### src/rtl/mem_access.sv
// mem_access: MEM pipeline stage with IDLE/BUSY memory handshake, abort after TIMEOUT busy cycles, sticky err.
module mem_access #(
  parameter int TIMEOUT = 255
) (
  input  logic        clk,
  input  logic        rst,
  input  logic        valid_in,
  input  logic [31:0] ALU,
  input  logic [31:0] B,
  input  logic [4:0]  reg_dst,
  input  logic        is_load,
  input  logic        is_store,
  input  logic        alu_write,
  output logic        mem_req,
  output logic        mem_we,
  output logic [31:0] mem_addr,
  output logic [31:0] mem_wdata,
  input  logic        mem_ack,
  input  logic [31:0] mem_rdata,
  output logic [31:0] ALU_output,
  output logic [31:0] LMD,
  output logic [4:0]  reg_dst_o,
  output logic        mem_write,
  output logic        alu_write_o,
  output logic        valid_o,
  output logic        stall,
  output logic        err
);
  localparam int CW = $clog2(TIMEOUT + 1);
  localparam logic IDLE = 1'b0;
  localparam logic BUSY = 1'b1;
  logic          state_q, state_d;
  logic [CW-1:0] cnt_q, cnt_d;
  logic [31:0]   addr_q, addr_d, wdata_q, wdata_d;
  logic [4:0]    rd_q, rd_d;
  logic          ld_q, ld_d, st_q, st_d;
  logic [31:0]   alu_out_q, alu_out_d, lmd_q, lmd_d;
  logic [4:0]    rd_o_q, rd_o_d;
  logic          mw_q, mw_d, aw_q, aw_d, v_q, v_d, err_q, err_d;
  logic          mem_op, last;
  // The cycle holding count TIMEOUT-1 is the TIMEOUT-th busy cycle, so the abort lands after exactly TIMEOUT cycles
  assign last = cnt_q == CW'(TIMEOUT - 1);
  assign mem_op = is_load | is_store;
  always_comb begin
    state_d = state_q;
    cnt_d = cnt_q;
    addr_d = addr_q;
    wdata_d = wdata_q;
    rd_d = rd_q;
    ld_d = ld_q;
    st_d = st_q;
    alu_out_d = alu_out_q;
    lmd_d = lmd_q;
    rd_o_d = rd_o_q;
    mw_d = 1'b0;
    aw_d = 1'b0;
    v_d = 1'b0;
    err_d = err_q;
    if (state_q == IDLE) begin
      if (valid_in && !mem_op) begin
        alu_out_d = ALU;
        rd_o_d = reg_dst;
        aw_d = alu_write;
        v_d = 1'b1;
      end else if (valid_in) begin
        state_d = BUSY;
        cnt_d = '0;
        addr_d = ALU;
        wdata_d = B;
        rd_d = reg_dst;
        ld_d = is_load;
        st_d = is_store;
      end
    end else if (mem_ack) begin
      state_d = IDLE;
      alu_out_d = addr_q;
      rd_o_d = rd_q;
      v_d = 1'b1;
      mw_d = ld_q;
      lmd_d = ld_q ? mem_rdata : lmd_q;
    end else if (last) begin
      state_d = IDLE;
      err_d = 1'b1;
      v_d = 1'b1;
    end else begin
      cnt_d = cnt_q + CW'(1);
    end
  end
  always_ff @(posedge clk) begin
    if (rst) begin
      state_q <= IDLE;
      cnt_q <= '0;
      addr_q <= '0;
      wdata_q <= '0;
      rd_q <= '0;
      ld_q <= 1'b0;
      st_q <= 1'b0;
      alu_out_q <= '0;
      lmd_q <= '0;
      rd_o_q <= '0;
      mw_q <= 1'b0;
      aw_q <= 1'b0;
      v_q <= 1'b0;
      err_q <= 1'b0;
    end else begin
      state_q <= state_d;
      cnt_q <= cnt_d;
      addr_q <= addr_d;
      wdata_q <= wdata_d;
      rd_q <= rd_d;
      ld_q <= ld_d;
      st_q <= st_d;
      alu_out_q <= alu_out_d;
      lmd_q <= lmd_d;
      rd_o_q <= rd_o_d;
      mw_q <= mw_d;
      aw_q <= aw_d;
      v_q <= v_d;
      err_q <= err_d;
    end
  end
  assign stall = state_q == BUSY ? !(mem_ack || last) : valid_in && mem_op;
  assign mem_req = state_q == BUSY;
  assign mem_we = state_q == BUSY && st_q;
  assign mem_addr = {addr_q[31:2], 2'b00};
  assign mem_wdata = wdata_q;
  assign ALU_output = alu_out_q;
  assign LMD = lmd_q;
  assign reg_dst_o = rd_o_q;
  assign mem_write = mw_q;
  assign alu_write_o = aw_q;
  assign valid_o = v_q;
  assign err = err_q;
endmodule

### config.mk
export PLATFORM = sky130hd
export DESIGN_NAME = mem_access
export DESIGN_NICKNAME = d
export VERILOG_FILES = /design/src/rtl/mem_access.sv
export SDC_FILE = /design/constraint.sdc
export NUM_CORES = 1
export LEC_CHECK = 0
export ABC_AREA = 1
export CORE_UTILIZATION = 43
export DETAILED_ROUTE_END_ITERATION = 10
export PLACE_DENSITY = 0.91
export SKIP_LAST_GASP = 1
export SLEW_MARGIN = 5
export SYNTH_ARGS = -nofsm -noshare
export SYNTH_HDL_FRONTEND = slang
export SYNTH_SLANG_ARGS = --single-unit
### constraint.sdc
create_clock -name clk -period 1.5 [get_ports clk]
set_input_delay 0.225 -clock clk [delete_from_list [all_inputs] [get_ports clk]]
set_output_delay 0.225 -clock clk [all_outputs]
set_load 0.01 [all_outputs]
==> impl_metrics.ini, run 1 <==
; generated from flow reports
[outcome]
violations = setup timing
status = complete, but fails checks

[power]
p_leak_nw = 4.473
clock_power_share_pct = 43.4
fin_total_pwr_w = 0.01055
seqPwrFrac_pct = 42.0
internal-power_w = 0.007994
vdd_drop_max_uv = 798.9
power_frac_comb_pct = 14.6

[cts]
ctsHoldBuffers = 0
cts_root_buf = clkbuf_16
htreeDepth = 4
clkTransAtPathRegs_ps = 60
clock_latency_ps = 410
tritoncts = built
cts_buffer_depth = 2

[worst_setup_path]
reg2reg_to = rd_q[2]$_SDFFE_PP0P_
worst_ep_required_time_ps = 1270
timing.rr.start = mem_req$_SDFF_PP0_
reg2reg_slack_ps = 100

[final_timing]
tightest_slew_ps = 529.2
max_freq_ghz = 0.6101
finalSetupViolCount = 1
finalWorstSetupSlack_ps = -139.1
max_slew_margin_pct = 64.72
rsz0062_at_grt = yes
timing.final.crit_share_pct = 109.3
clock_skew_ps = 7.930
fin_crit_ps = 1639

[floorplan]
dieArea_um2 = 14850
die_h_um = 121.9
fp-row-count = 43
initial_core_util_pct = 44.35
coreArea_um2 = 13930

[run]
max_cap_viol_count = 0
tool_warnings = 29

[logic_synthesis]
synth_top_flop_cell = dfxtp_1
ys_types = 26
yosysChipArea_um2 = 6180
ys_seq_share_pct = 49.56
yosys_warnings = 0
syn_inst = 795
ys_cells = 795
async_reset_ff_share_pct = 0
synth_area_per_cell_um2 = 7.773
top_area_cell = dfxtp_1
top_cell = nand2_1
yosys-top-cells-count = nand2_1 (191), dfxtp_1 (153), nor2_1 (92), a21oi_1 (79), nand3_1 (76)
edf_count = 0
syn_area_um2 = 6180

[finish]
drive_above_1_share_pct = 9.681
num_antenna_cells = 0
num-nets-final = 1130
syn_to_final_growth_pct = 51.45
final_core_util_pct = 67.16

[global_routing]
grt_pass1_wl_um = 28060

[worst_hold_path]
hold-path-endpoint = mem_write$_SDFF_PP0_
min_from = rst
hold_class = primary input to register
hold_depth = 3

[detailed_routing]
wl_per_cell_um = 15.07
drt_iter0_drc = 363
ant_nets = 0

[placement]
gp_congestion = 0.7947
## run 1: how the worst max path moves through the flow
stage / cells after the start / end / slack [ps] / startpoint
final: 8 / stall / -140 / cnt_q[0]$_SDFFE_PP0P_
after global placement: 6 / stall / -280 / valid_in
after CTS: 8 / stall / -220 / cnt_q[0]$_SDFFE_PP0P_
after floorplan: 10 / cnt_q[7]$_SDFFE_PP0P_ / 190 / cnt_q[0]$_SDFFE_PP0P_
after detailed placement: 6 / stall / -310 / valid_in
after global routing: 8 / stall / -210 / cnt_q[0]$_SDFFE_PP0P_
## run 1: routing by layer
metal  wire length (um)  track usage [%]
met2               9387            43.19
met4                436            9.954
met3               1191            6.788
met1               7260            26.76
met5                  0                0
## run 1: power groups by stage
stage | logic, W | registers, W | clock network [W]
2_1_floorplan | 0.000690 | 0.00459 | 0
3_3_place_gp | 0.00164 | 0.00452 | 0
3_5_place_dp | 0.00167 | 0.00453 | 0
4_1_cts | 0.00154 | 0.00443 | 0.00466
5_1_grt | 0.00167 | 0.00446 | 0.00482
6_report | 0.00154 | 0.00443 | 0.00458
## run 1: timing repair
action,in CTS,in global routing
buffers inserted,1,2
gates resized,148,10
setup endpoints to repair,134,6
hold endpoints to repair,0,0
pin swaps,2,3
## run 1: metrics by stage
| step | hold WS [ps] | std cells | setup WS, ps |
|---|---|---|---|
| floorplan | 353.1 | 796 | 185.4 |
| finish | 329.2 | 1213 | -139.1 |
| detailed placement | 451.4 | 1178 | -309.6 |
| global placement | 446.3 | 1178 | -284.7 |
| CTS | 317.5 | 1211 | -216.8 |
| global route | 339.9 | 1213 | -210.8 |
## run 1: cell usage in the layout (no fill, tap or decap), types with 2 or more instances in the layout
cell	count
nor2_4	2
o21ai_0	52
inv_1	13
dlymetal6s2s_1	4
buf_4	38
nand3b_1	2
bufinv_16	4
nand2_1	188
nor2_2	2
nor3_1	2
nor2_1	90
inv_2	5
dlygate4sd2_1	132
clkinvlp_4	3
nand2_4	4
a21oi_1	79
clkdlybuf4s50_1	106
dfxtp_2	2
clkbuf_8	3
clkbuf_16	17
dfxtp_1	150
buf_12	10
clkbuf_1	2
buf_2	2
o211a_1	31
nand3_1	76
conb_1	2
## run 1: critical path, cell delays in order (launching register included)
cell	delay (ps)
dfxtp_2	330
inv_2	70
ha_4	130
nand2_4	50
nor2_4	110
nand2_4	70
nand2_4	70
nand2_4	50
buf_6	120
## run 1: logic make-up after synthesis
| logic type | synth area share (%) |
|---|---|
| simple gates | 24.62 |
| compound gates | 16.02 |
| flops | 49.56 |
| buf+inv | 9.334 |
| fa+ha+maj | 0.4049 |
| other cells | 0.06068 |
## run 1: flip-flops by register name, summed over array words and instances (netlist names), 5 cells and up
register	count
addr_q	32
reg_dst_o	5
LMD	32
rd_q	5
mem_wdata	32
cnt_q	8
ALU_output	32
## run 1: final cells by class
type | instances | area, um2
Multi-Input combinational cell | 537 | 2584
Fill cell | 1139 | 4576
Timing Repair Buffer | 293 | 2774
Clock buffer | 22 | 474.2
Inverter | 18 | 67.56
Sequential cell | 153 | 3069
Clock inverter | 10 | 165.2
Tap cell | 180 | 225.2
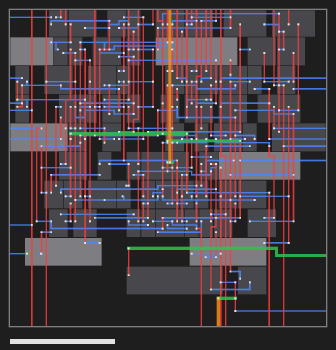
(run_1/zoom.png)
Bar = 10 um. Window x 46 to 76, y 46 to 76 um. Cells in gray, sequential cells in the stronger gray; small squares are vias.
met1: in blue. met4: in orange. met3: in green. met2: in red.
73 logic cells have their middle in the window. Most frequent: buf_4 (14), nand2_1 (13), nand3_1 (10). Netlist names of flops here include `cnt_q` (6). Sequential cells in the window: 6.

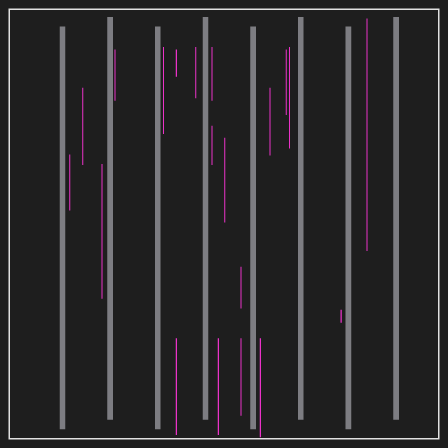
(run_1/met4.png)
Supply wires on this layer in gray.
The wires run mostly vertical. 17 nets have wire on it. The longest straight run is 66.0 um. The layer holds 2.4% of the routed length. The layer carries 437 um of wire.

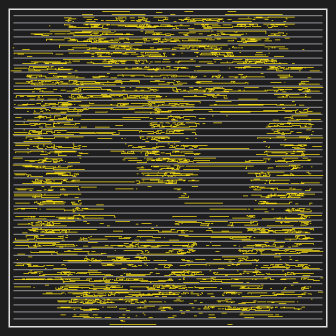
(run_1/met1.png)
Supply wires on this layer in gray.
The wires run mostly horizontal. The layer holds 40% of the routed length. The longest straight run is 26.7 um. The layer carries 7,260 um of wire.
met1 usage: 26.76%
vias: 6,192
routed wire length: 18,280 um

==> run 2: changes to the inputs <==
- GPL_TIMING_DRIVEN: not set -> 0
- clock period: 1.5 -> 1.78 ns (I/O delays scaled with it)
==> run 2 against run 1 <==
  * The run now ends clean
  * First-iteration DRC count up 46%
  * Largest cell class unchanged
  * Design area grew 1.8%
  * Utilization increased by 1.2 points
  * Clock power decreased by 27%
  * Cell count is 3.8% higher
  * Register-to-register slack better by 160 ps
  * Combinational power down 5%
  * Sequential power decreased by 15%
  * Wire length increased by 7.6%
  * Sequential share of layout area is 0.53 points lower
  * Synthesized area unchanged
==> impl_metrics.ini, run 2 <==
; generated from flow reports
[outcome]
status = finished, final reports clean

[logic_synthesis]
edf_count = 0
synth_top_flop_cell = dfxtp_1
top_cell_area_share_pct = 49.56
top_cell = nand2_1
synth_flops = 153
yosysChipArea_um2 = 6180
ys_cells = 795
syn_area_um2 = 6180
async_reset_ff_share_pct = 0
synth_area_per_cell_um2 = 7.773
yosys_warnings = 0
area_leaders = dfxtp_1 (50%), nand2_1 (12%), a21oi_1 (6.4%)
yosys-top-cells-count = nand2_1 (191), dfxtp_1 (153), nor2_1 (92), a21oi_1 (79), nand3_1 (76)
syn_inst = 795
ys_types = 26
ys_seq_share_pct = 49.56
top_area_cell = dfxtp_1

[cts]
clkTransAtPathRegs_ps = 60
htreeDepth = 4
clock_latency_ps = 420
cts_inserted_buffers = 17
tritoncts = built
cts_root_buf = clkbuf_16
cts_buffer_depth = 2
ctsHoldBuffers = 0

[final_timing]
max_freq_ghz = 0.5737
finalSetupViolCount = 0
timing.final.crit_share_pct = 97.93
holdWs_ps = 194.5
setup-tns-final_ps = 0
clock_skew_ps = 6.430
fin_crit_ps = 1743
tightest_slew_ps = 651.8
rsz0062_at_grt = yes
max_slew_margin_pct = 56.55

[placement]
gp_congestion = 0.8273
io_buffers = 244
dpl.hpwl_um = 14020

[worst_setup_path]
cp_slowest_cell = dfxtp_4
crit_path_max_incr_delay_ps = 350
worst_ep_required_time_ps = 1510
worst_setup_path_start_kind = register
timing.rr.start = mem_req$_SDFF_PP0_
path_cells = inv_4 > ha_4 > nand2_4 > nor2_4 > nand2_2 > nand2_4 > nand2_4 > buf_6
worst-path-buf-inv = 2
worstPathArrival_ps = 1480
critPathMostFrequentCell = nand2_4
end_kind = output port
reg2reg_to = reg_dst_o[3]$_SDFFE_PP0P_
ff2ff_path_depth = 7
reg2reg_slack_ps = 260
cp_top_family = simple AND/OR/NAND/NOR gates

[detailed_routing]
drt_iter0_drc = 531
drt_pass1_iterations = 5
vias_per_cell = 5.172
wl_per_cell_um = 15.62
ant_nets = 0

[worst_hold_path]
hold_depth = 2
hold_class = primary input to register
min_from = rst
hold-path-endpoint = mem_req$_SDFF_PP0_

[floorplan]
coreArea_um2 = 13930
ios = 248
die_h_um = 121.9
die_x_um = 121.9
fp-row-count = 43
dieArea_um2 = 14850
initial_core_util_pct = 44.35

[power]
power_density_nw_per_um2 = 898.1
fin_total_pwr_w = 0.008557
p_leak_nw = 3.901
vdd_drop_max_uv = 669.0

[finish]
num_antenna_cells = 0
lay_top_cells = clkdlybuf4s50_1 (242), nand2_1 (188), dfxtp_1 (150)
syn_to_final_growth_pct = 54.18
drive_above_1_share_pct = 11.12
num-nets-final = 1178
mostFrequentLayoutCell = clkdlybuf4s50_1

[global_routing]
grt_use_total_pct = 26.18
grt_max_degree = 17
grt_pass1_vias = 6214
grt_pass1_wl_um = 30060
grt-ovfl-total = 0

[run]
max_cap_viol_count = 0
tool_warnings = 28
-- run 2: layout make-up --
class,count,area [um2]
Fill cell,1116,4407
Sequential cell,153,3074
Multi-Input combinational cell,537,2579
Timing Repair Buffer,253,2506
Buffer,88,521.8
Clock buffer,24,511.7
Tap cell,180,225.2
Inverter,18,70.07
Clock inverter,6,40.04
-- run 2: timing repair --
item,in CTS,in global routing
setup endpoints to repair,2,2
gates resized,25,5
setup buffers,6,3
gates cloned,0,0
pin swaps,3,1
-- run 2: worst max-delay path by stage --
| stage | from | endpoint | slack (ps) | depth (start not counted) |
|---|---|---|---|---|
| after floorplan | cnt_q[0]$_SDFFE_PP0P_ | stall | 430 | 7 |
| after global placement | is_store | stall | -370 | 4 |
| after detailed placement | is_store | stall | -340 | 4 |
| after global routing | cnt_q[0]$_SDFFE_PP0P_ | stall | -40 | 8 |
| final | cnt_q[0]$_SDFFE_PP0P_ | stall | 40 | 8 |
| after CTS | cnt_q[3]$_SDFFE_PP0P_ | stall | 5 | 6 |
-- run 2: cells by family (layout without fill, tap and decap cells) --
family                   Yosys count  after routing  synth area share [%]
AND/OR/NAND/NOR                  369            369                 24.62
AND-OR/OR-AND                    164            164                 16.02
flip-flops                       153            153                 49.56
buffers and inverters            106            389                 9.334
adder cells (fa/ha/maj)            2              2                0.4049
other                              1              2               0.06068
-- run 2: routing by layer --
metal  routed length (um)  track usage (%)
met5                    0                0
met4                  455            11.88
met3                 1472            6.273
met2                 9636            44.53
met1                 8104            31.05
-- run 2: power breakdown --
part           switching [W]  internal [W]  total [W]
sequential          0.000120       0.00363    0.00375
combinational       0.000682      0.000779    0.00146
clock                0.00137       0.00199    0.00335
-- run 2: worst register-to-register path, delay by kind of cell (launching register included) --
kind                   cells  cell delay (ps)
buffers and inverters      2              400
and+or+nand+nor            5              640
DFF                        1              370
-- run 2: per-stage QoR --
stage | instances | area [um2] | worst slack [ps] | utilization (%)
2_1_floorplan | 796 | 6183 | 430.7 | -
3_3_place_gp | 1220 | 8851 | -370.4 | 63.52
3_5_place_dp | 1220 | 8851 | -344.5 | 63.52
4_1_cts | 1256 | 9495 | 4.893 | 68.14
5_1_grt | 1259 | 9528 | -39.21 | 68.38
6_report | 1259 | 9528 | 36.86 | 68.38
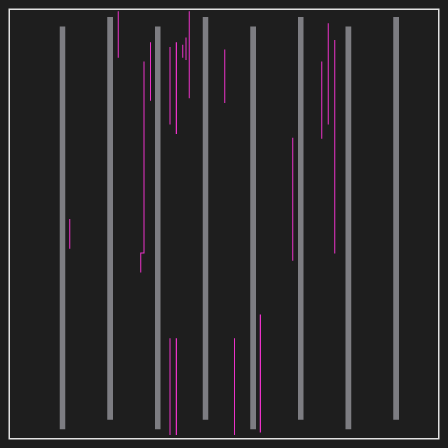
(run_2/met4.png)
Supply wires on this layer in gray.
16 nets have wire on it. The longest straight run is 60.5 um. The layer holds 2.3% of the routed length.
vias: 6,512
routed wire length: 19,670 um

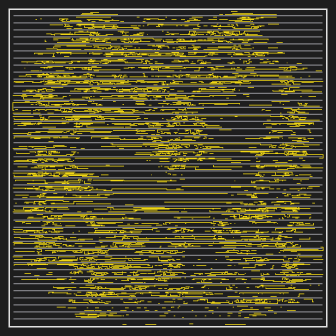
(run_2/met1.png)
Supply wires on this layer in gray.
The layer carries 8,100 um of wire. 1,049 nets have wire on it. The longest straight run is 44.2 um. The layer holds 41% of the routed length. The wires run mostly horizontal.
met1 usage: 31.05%

No activity file was given, so power comes from the tool's default toggle rates.
